## src/rtl/sqrt_pkg.sv

```systemverilog
// -----------------------------------------------------------------------------
// sqrt_pkg -- shared constants and width helpers for the pipelined square root.
//
// Configuration macro:
//   SQRT_REMAINDER_EN : when defined, the final remainder is kept and exported
//                       on rem_o. When undefined, the remainder port and the
//                       final-stage remainder register are removed.
// -----------------------------------------------------------------------------
package sqrt_pkg;

`ifdef SQRT_REMAINDER_EN
  localparam bit REM_EN = 1'b1;
`else
  localparam bit REM_EN = 1'b0;
`endif

  // A radicand of in_width bits has a root of half that width.
  function automatic int root_width(input int in_width);
    return in_width / 2;
  endfunction

  // The remainder data - root^2 never exceeds 2*root, so one extra bit suffices.
  function automatic int rem_width(input int in_width);
    return in_width / 2 + 1;
  endfunction

  // One root bit is resolved per stage.
  function automatic int num_stages(input int in_width);
    return root_width(in_width);
  endfunction

endpackage

```

## src/rtl/sqrt_pipe_stage.sv

```systemverilog
// -----------------------------------------------------------------------------
// sqrt_pipe_stage -- one stage of the digit-by-digit (restoring) square root.
// Resolves one root bit, MSB first, and registers the result.
//
// Ports:
//   clk, rst          clock, asynchronous active-high reset
//   en_i              advance; when low every register holds
//   flush_i           clears the valid bit on the next edge (wins over en_i)
//   valid_i/valid_o   slot valid in / out
//   data_i/data_o     radicand travelling with the slot
//   r_i/r_o           partial remainder (REM_WIDTH+1 bits)
//   q_i/q_o           partial root
//   tag_i/tag_o       sideband tag
//
// Configuration macro SQRT_REMAINDER_EN (via sqrt_pkg::REM_EN): when
// undefined, the last stage carries no remainder register.
// -----------------------------------------------------------------------------
module sqrt_pipe_stage
  import sqrt_pkg::*;
#(
  parameter int IN_WIDTH  = 16,
  parameter int TAG_WIDTH = 4,
  parameter int STAGE_IDX = 0,
  localparam int RW  = root_width(IN_WIDTH),
  localparam int RIW = rem_width(IN_WIDTH) + 1
) (
  input  logic                 clk,
  input  logic                 rst,
  input  logic                 en_i,
  input  logic                 flush_i,
  input  logic                 valid_i,
  input  logic [IN_WIDTH-1:0]  data_i,
  input  logic [RIW-1:0]       r_i,
  input  logic [RW-1:0]        q_i,
  input  logic [TAG_WIDTH-1:0] tag_i,
  output logic                 valid_o,
  output logic [IN_WIDTH-1:0]  data_o,
  output logic [RIW-1:0]       r_o,
  output logic [RW-1:0]        q_o,
  output logic [TAG_WIDTH-1:0] tag_o
);

  localparam int  CW     = RIW + 2;
  localparam int  LSB    = IN_WIDTH - 2 - 2 * STAGE_IDX;
  localparam bit  KEEP_R = (STAGE_IDX != RW - 1) || REM_EN;

  logic [CW-1:0]        r_sh;
  logic [CW-1:0]        t_val;
  logic [CW-1:0]        r_full;
  logic                 ge;
  logic [RIW-1:0]       r_d;
  logic [RW-1:0]        q_d;

  logic                 valid_q;
  logic [IN_WIDTH-1:0]  data_q;
  logic [RW-1:0]        q_q;
  logic [TAG_WIDTH-1:0] tag_q;

  // Bring down the next pair of radicand bits and try subtracting 4q+1.
  assign r_sh   = {r_i, data_i[LSB +: 2]};
  assign t_val  = {2'b00, q_i, 2'b01};
  assign ge     = (r_sh >= t_val);
  assign r_full = ge ? (r_sh - t_val) : r_sh;
  assign r_d    = r_full[RIW-1:0];
  // Before stage k the partial root has only k bits, so its MSB is still zero
  // and the shift loses nothing.
  assign q_d    = {q_i[RW-2:0], ge};

  // The remainder is bounded by 2q, so the bits above RIW are always zero.
  logic unused_bits;
  assign unused_bits = ^{r_full[CW-1:RIW], q_i[RW-1]};

  // NOTE: sequential state uses non-blocking assignments so every stage
  // samples its neighbour's pre-edge value, giving a true shift pipeline.
  always_ff @(posedge clk or posedge rst) begin
    if (rst)          valid_q <= 1'b0;
    else if (flush_i) valid_q <= 1'b0;
    else if (en_i)    valid_q <= valid_i;
  end

  // NOTE: the datapath registers are reset as well as gated by the incoming
  // valid bit, so outputs are never X and idle slots do not toggle.
  always_ff @(posedge clk or posedge rst) begin
    if (rst) begin
      data_q <= '0;
      q_q    <= '0;
      tag_q  <= '0;
    end else if (en_i && valid_i) begin
      data_q <= data_i;
      q_q    <= q_d;
      tag_q  <= tag_i;
    end
  end

  if (KEEP_R) begin : g_rem
    logic [RIW-1:0] r_q;
    always_ff @(posedge clk or posedge rst) begin
      if (rst)                  r_q <= '0;
      else if (en_i && valid_i) r_q <= r_d;
    end
    assign r_o = r_q;
  end else begin : g_no_rem
    logic unused_r;
    assign unused_r = ^r_d;
    assign r_o      = '0;
  end

  assign valid_o = valid_q;
  assign data_o  = data_q;
  assign q_o     = q_q;
  assign tag_o   = tag_q;

endmodule

```

## src/rtl/sqrt_pipe.sv

```systemverilog
// -----------------------------------------------------------------------------
// sqrt_pipe -- fully pipelined integer square root, ROOT_WIDTH stages,
// one result per cycle, fixed latency of ROOT_WIDTH advancing cycles.
//
// Ports:
//   clk        clock, rising edge
//   rst        asynchronous active-high reset
//   en_pipe_i  global advance; when 0 every stage holds and valid_i is ignored
//   flush_i    clears every valid bit on the next edge (priority over valid_i)
//   valid_i    data_i / tag_i valid
//   data_i     unsigned radicand, IN_WIDTH bits
//   tag_i      sideband tag, TAG_WIDTH bits
//   valid_o    root_o / rem_o / tag_o valid
//   root_o     floor(sqrt(data))
//   rem_o      data - root^2 (only with SQRT_REMAINDER_EN)
//   tag_o      tag of the result
//   busy_o     any stage holds a valid operand
//
// Configuration macro: SQRT_REMAINDER_EN enables rem_o.
// -----------------------------------------------------------------------------
module sqrt_pipe
  import sqrt_pkg::*;
#(
  parameter int IN_WIDTH  = 16,
  parameter int TAG_WIDTH = 4,
  localparam int ROOT_WIDTH = root_width(IN_WIDTH),
  localparam int REM_WIDTH  = rem_width(IN_WIDTH)
) (
  input  logic                  clk,
  input  logic                  rst,
  input  logic                  en_pipe_i,
  input  logic                  flush_i,
  input  logic                  valid_i,
  input  logic [IN_WIDTH-1:0]   data_i,
  input  logic [TAG_WIDTH-1:0]  tag_i,
  output logic                  valid_o,
  output logic [ROOT_WIDTH-1:0] root_o,
`ifdef SQRT_REMAINDER_EN
  output logic [REM_WIDTH-1:0]  rem_o,
`endif
  output logic [TAG_WIDTH-1:0]  tag_o,
  output logic                  busy_o
);

  localparam int NS  = num_stages(IN_WIDTH);
  localparam int RIW = REM_WIDTH + 1;

  if ((IN_WIDTH % 2) != 0 || IN_WIDTH < 4) begin : g_bad_width
    $error("sqrt_pipe: IN_WIDTH must be even and >= 4");
  end

  // Index k is the input of stage k; index NS is the last stage's register.
  logic [NS:0]                valid_s;
  logic [NS:0][IN_WIDTH-1:0]  data_s;
  logic [NS:0][RIW-1:0]       r_s;
  logic [NS:0][ROOT_WIDTH-1:0] q_s;
  logic [NS:0][TAG_WIDTH-1:0] tag_s;

  assign valid_s[0] = valid_i;
  assign data_s[0]  = data_i;
  assign r_s[0]     = '0;
  assign q_s[0]     = '0;
  assign tag_s[0]   = tag_i;

  for (genvar k = 0; k < NS; k++) begin : g_stage
    sqrt_pipe_stage #(
      .IN_WIDTH  (IN_WIDTH),
      .TAG_WIDTH (TAG_WIDTH),
      .STAGE_IDX (k)
    ) u_stage (
      .clk     (clk),
      .rst     (rst),
      .en_i    (en_pipe_i),
      .flush_i (flush_i),
      .valid_i (valid_s[k]),
      .data_i  (data_s[k]),
      .r_i     (r_s[k]),
      .q_i     (q_s[k]),
      .tag_i   (tag_s[k]),
      .valid_o (valid_s[k+1]),
      .data_o  (data_s[k+1]),
      .r_o     (r_s[k+1]),
      .q_o     (q_s[k+1]),
      .tag_o   (tag_s[k+1])
    );
  end

  assign valid_o = valid_s[NS];
  assign root_o  = q_s[NS];
  assign tag_o   = tag_s[NS];
  assign busy_o  = |valid_s[NS:1];

`ifdef SQRT_REMAINDER_EN
  // The final remainder is at most 2*root, so dropping the top bit is lossless.
  assign rem_o = r_s[NS][REM_WIDTH-1:0];
`endif

  // The radicand copy and the spare remainder bit leave the last stage unused.
  logic unused_tail;
  assign unused_tail = ^{data_s[NS], r_s[NS]};

endmodule

```

## config.mk

```make
export PLATFORM = sky130hd
export DESIGN_NAME = sqrt_pipe
export DESIGN_NICKNAME = d
export VERILOG_FILES = /design/src/rtl/sqrt_pkg.sv /design/src/rtl/sqrt_pipe_stage.sv /design/src/rtl/sqrt_pipe.sv
export SDC_FILE = /design/constraint.sdc
export NUM_CORES = 1
export LEC_CHECK = 0
export CAP_MARGIN = 20
export CORE_ASPECT_RATIO = 0.6
export CORE_MARGIN = 2
export CORE_UTILIZATION = 30
export DETAILED_ROUTE_END_ITERATION = 8
export PLACE_DENSITY = 0.41
export SLEW_MARGIN = 5
export SYNTH_ARGS = -nofsm -noshare
export SYNTH_HDL_FRONTEND = slang
export SYNTH_SLANG_ARGS = --single-unit
```

## constraint.sdc

```tcl
create_clock -name clk -period 18.45 [get_ports clk]
set_clock_uncertainty 0.1 [all_clocks]
set_input_delay 3.69 -clock clk [delete_from_list [all_inputs] [get_ports clk]]
set_output_delay 3.69 -clock clk [all_outputs]
set_load 0.02 [all_outputs]
```

Figure 1. Routed metal per tile.
Bar = 50 um. 23 x 14 tiles, from dark blue (low) to red (high), scaled to the fullest tile. Values are wire area over tile area, all layers added.
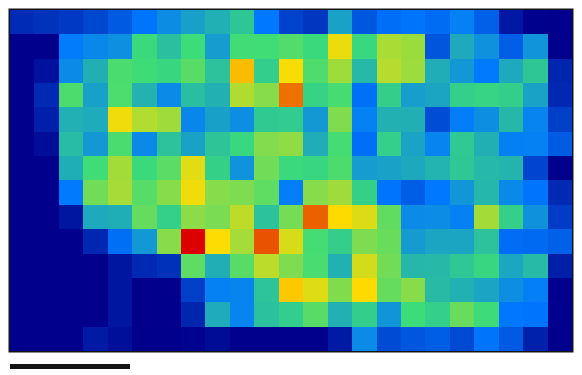
emptiest ninth of the die: bottom left
nearly empty tiles: 15%
densest ninth of the die: middle

Figure 2. Metal layers overlaid.
Bar = 50 um.
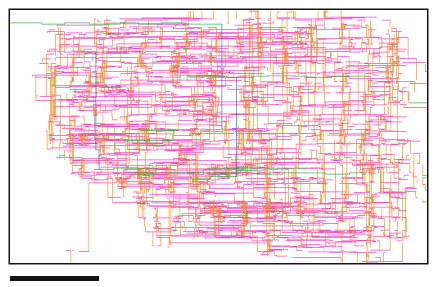
| layer | colour | wire length |
|---|---|---|
| met4 | blue | 180 um |
| met1 | magenta | 14,100 um |
| met2 | orange | 8,400 um |
| met3 | green | 714 um |

Figure 3. Congestion heat map.
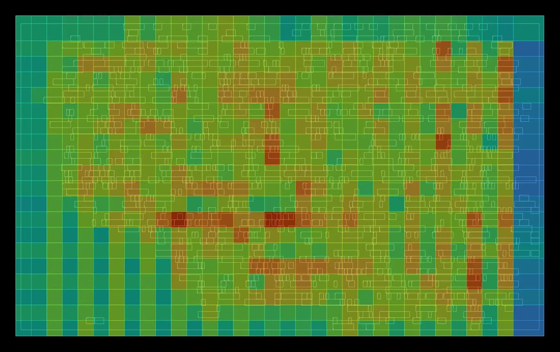
global-route track usage on met1: 0.254
GRT Overall Usage: 0.150

Figure 4. Sequential cells coloured by netlist name.
Bar = 50 um. Other sequential cells in the stronger grey, the rest of the logic in the fainter grey.
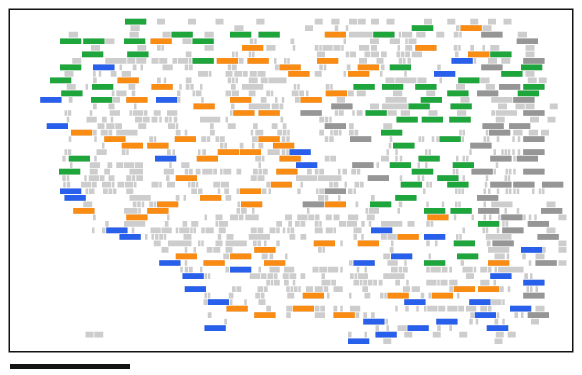
| signal | colour | sequential cells |
|---|---|---|
| `g_stage.u_stage.r_o` | orange | 63 |
| `g_stage.u_stage.q_o` | blue | 36 |
| `g_stage.u_stage.data_o` | green | 56 |

Figure 5. Placed cells, one colour a class.
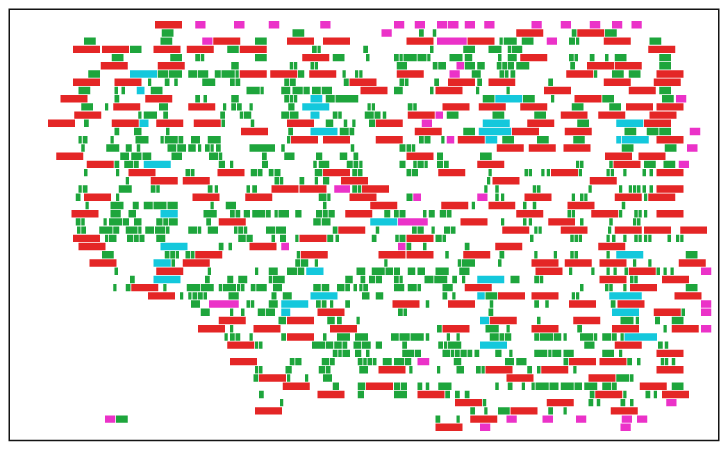
| class | colour | cells |
|---|---|---|
| flip-flops | red | 195 |
| all other logic | green | 725 |
| other buffers and delay cells | magenta | 49 |
| clock drivers and dummy loads | cyan | 32 |

==> worst min-delay path, cell delays in order, from the launching register on <==
cell	delay, ns
sky130_fd_sc_hd__dfrtp_1	0.34
sky130_fd_sc_hd__nand2_1	0.05
sky130_fd_sc_hd__nand2_1	0.05
==> worst max path at each step <==
stage	startpoint	endpoint	depth (start not counted)
final	en_pipe_i	g_stage[3].u_stage.r_o[9]	5
after global routing	en_pipe_i	g_stage[3].u_stage.r_o[9]	5
after floorplan	rst	g_stage[0].u_stage.data_o[0]	1
after CTS	en_pipe_i	g_stage[3].u_stage.r_o[9]	5
after detailed placement	en_pipe_i	g_stage[3].u_stage.r_o[9]	5
after global placement	en_pipe_i	g_stage[3].u_stage.r_o[9]	5
==> power by group through the flow <==
stage          Clock [uW]  Combinational [uW]  Sequential, uW
2_1_floorplan           0                 283             546
3_3_place_gp            0                 357             573
3_5_place_dp            0                 357             572
4_1_cts               421                 359             565
5_1_grt               444                 407             575
6_report              409                 358             564
==> cell families after synthesis <==
group,after synthesis,synth area share
flops,195,0.511
xor+xnor,22,0.0202
fa+ha+maj,42,0.0550
buf+inv,93,0.0380
mux,75,0.0858
compound gates,194,0.124
simple gates,339,0.166
==> metrics by stage <==
step	utilization	cell area (um^2)	hold slack (ns)
after floorplan	-	9550	0.335
after global placement	0.331	10300	0.356
after detailed placement	0.332	10400	0.352
after CTS	0.352	11000	0.371
after global routing	0.355	11100	0.394
final	0.355	11100	0.366
==> sequential cells by signal, indices dropped and copies added (netlist names) <==
register                 cells
g_stage.u_stage.valid_o      8
g_stage.u_stage.tag_o       32
g_stage.u_stage.q_o         36
g_stage.u_stage.r_o         63
g_stage.u_stage.data_o      56
==> writeup.txt <==
For hold timing, the worst endpoint is g_stage[5].u_stage.tag_o[2]. The final layout report lists a clock buffer count of 17. The library cells used most frequently in the layout, excluding fill and tap cells, are sky130_fd_sc_hd__nand2_1 (203), sky130_fd_sc_hd__dfrtp_1 (195), sky130_fd_sc_hd__o21ai_0 (84).

For this block, the via count after detailed routing is 6,769. In the per-layer breakdown of the detailed-route log, met1 shows 14.1 mm. Relative contribution of sequential cells to total power: 0.424. The worst setup path is launched from an input port. The worst-case headroom to the max-slew limit came out at 0.280.

TritonCTS built the clock tree. Adding up every negative setup slack in the final design gives 0 ns. The routed design could run at a clock period as short as 6.09 ns.

The final cell count without fillers was 1,417; the largest net degree at the start of global routing was 137. Looking at hold timing, the worst path starts from g_stage[4].u_stage.tag_o[2]. Setup repair after global routing left no endpoint under its margin. The area growth from synthesis to final layout was 16.1%; the relative contribution of the clock network to total power was 0.307. TritonCTS created 17 clock buffers.

The logs give 416 for the number of well-tap cells placed and 672 for the multi-input logic cell count. The clock distribution area overhead in the final layout came out at 0.0579. With the initial detailed-routing violation count at 408, the number of warnings in the stage logs is 34. The largest delay contributor family on the critical path is simple AND/OR/NAND/NOR gates. Layout buffering overhead excluding clock cells: 0.0482. The run gives 0.440 for the fraction of area in registers. Final critical-path setup slack: 12.36 ns.

The tree built by TritonCTS fans out to 195 sinks. The final layout contains routed wiring with a total length of 23.4 mm. Looking at the global route congestion table, the highest-usage layer is met1. After synthesis, the netlist uses 61 different library cells. The worst setup path category is input port to register.

The most common logic cell in the routed design was sky130_fd_sc_hd__nand2_1. The tools report the met3 track demand over resource as 0.0383. In the detailed route, the total length drawn on met2 is 8.40 mm. The worst-path cell with the longest stage delay is sky130_fd_sc_hd__clkdlybuf4s50_1. The critical path's largest stage delay was 0.88 ns; the core footprint was 31,300 um^2. The number of inserted diodes was 0; the number of enable flip-flop cells was 0. STA classifies the critical path endpoint as a register. The most used standard cell by instance count after synthesis is sky130_fd_sc_hd__nand2_1. Summing all multi-input logic gate instances after layout gives 4310 um^2.

Hold-check failures listed in the final report amount to 0. The logic gate share of total power is 0.269, and the fraction of the core area occupied by cells at floorplan is 0.305. The clock passes through at most 2 buffers.

Proportion of register bits with asynchronous set or reset after synthesis: 1.00. With the worst hold path cell count at 2, the hold-fix buffer count after cts is 0. The number of ordinary and repair buffers in the finished layout was 49.

The tree is rooted in a sky130_fd_sc_hd__clkbuf_16. After synthesis the cells add up to 9550 um^2. In this run the core area contains 50 standard-cell rows.

The clock tree synthesis step divided the H-tree into 4 levels. The power report puts the net switching power at 444 uW. For this sky-water flow run, the detailed-routed wirelength per cell is reported as 16.5 um.

The post-cts gate resize count is 0. Looking at the critical path, the highest net fanout was 28. The run finished with clean final reports. The buffering stage count on the worst path with inverters included came out at 1. The run gives 886 uW as the internal power contribution.

The synthesized design contains 195 register bits. The arrival time of data at the worst endpoint is listed as 6.37 ns. The number of buffers inserted to repair setup after CTS was 0.

Across the run, the number of max-cap violations was 0. After synthesis, the most frequently instantiated cells are sky130_fd_sc_hd__nand2_1 (203), sky130_fd_sc_hd__dfrtp_1 (195), sky130_fd_sc_hd__o21ai_0 (84). The total die size was 33,300 um^2.

The final number of max-transition violations is 0, and the total of buffers placed on input and output ports is 38. The sequential cell area fraction in the yosys report was 0.511; the layout cell share with drive strength beyond 1 was 0.111. For this run, the chip area from Yosys synthesis comes to 9550 um^2. Dividing total power by cell area gives a power density of 120 nW/um^2. The run gives 0 as the number of remaining DRC errors. The cell group occupying the most layout area was sequential cells.

The initial antenna violation count is 0. Traced cell by cell, the critical path runs through clkdlybuf4s50_1 -> nand2_1 -> or4_1 -> or3_1 -> nand3_1. For the clock latency on the worst-skew pair, the log shows 0.45 ns. After detailed routing, no signal wire sits above met4. The tools report the endpoint of the lowest-slack register-to-register path as g_stage[4].u_stage.r_o[9].

The net count of the finished layout was 1,055. With the combinational share of cell area at 0.389, the met2 usage in global routing is 0.178. The run gives 142 um for the vertical extent of the die. Summed over all nets, wire length on met3 after detailed routing comes to 713 um.

Library cell with the largest summed area after synthesis: sky130_fd_sc_hd__dfrtp_1. STA lists the startpoint of the worst register-to-register path as g_stage[3].u_stage.q_o[0]. The number of vias per cell after detailed routing works out to 4.78. In this run the register-to-register setup slack is 15.52 ns. The first global-routing pass estimated 38.1 mm of wire. IR analysis of the VDD net gives a maximum drop of 0.0687 mV.

The synthesis report lists the most area-consuming cells as sky130_fd_sc_hd__dfrtp_1 (51%), sky130_fd_sc_hd__nand2_1 (8.0%), sky130_fd_sc_hd__mux2_2 (6.5%). The inverter count works out to 53. The tools report the via count of the first global-routing pass as 6,557. With the post-route clock period utilization at 0.330, the total power consumption of the routed design is 1330 uW. The commonest register cell is sky130_fd_sc_hd__dfrtp_1. The share of the synthesized area in the top cell type is 0.511, and the worst-case reg-to-reg path depth is 7. Registers take 4880 um^2.

For the iteration tally of the first detailed-router pass, the log shows 4. Before CTS, the worst setup slack after placement is 11.86 ns. The final count of negative-setup-slack endpoints is 0, and the count of warnings emitted by yosys is 0. Leakage power of the design: 0.00517 uW.

The switching share of total power came out at 0.334. The class of the tightest hold or removal check is register to register. The run gives 0.770 as the global placement routability congestion. The number of nets in the synthesized netlist is 1,027. The count of instantiated cells in the yosys netlist was 960; the I/O pin count was 39. At the pin with the least slew margin, the transition time is 1.08 ns. The highest clock rate this design can be run at is 164 MHz. The number of sequential cells reported for the layout is 195. The required time at the endpoint of the critical path came out at 18.73 ns. The synthesized netlist handed to floorplanning was reported with a cell count of 960. Clock edge transition at the registers on the reported setup and hold paths: 0.08 ns. In this run the remaining antenna-violating nets after routing total 0.

The final layout report lists a filler cell count of 3,204. Summed over all nets, the half-perimeter wirelength after detailed placement is 16.8 mm. In this run, placement finished with an instance count of 1,381. The horizontal die dimension reported for this design is 234 um. Per the GRT congestion report, total overflow comes to 0. In this run the mean area of a mapped cell was 9.95 um^2.
Power and IR drop assume default switching activity.
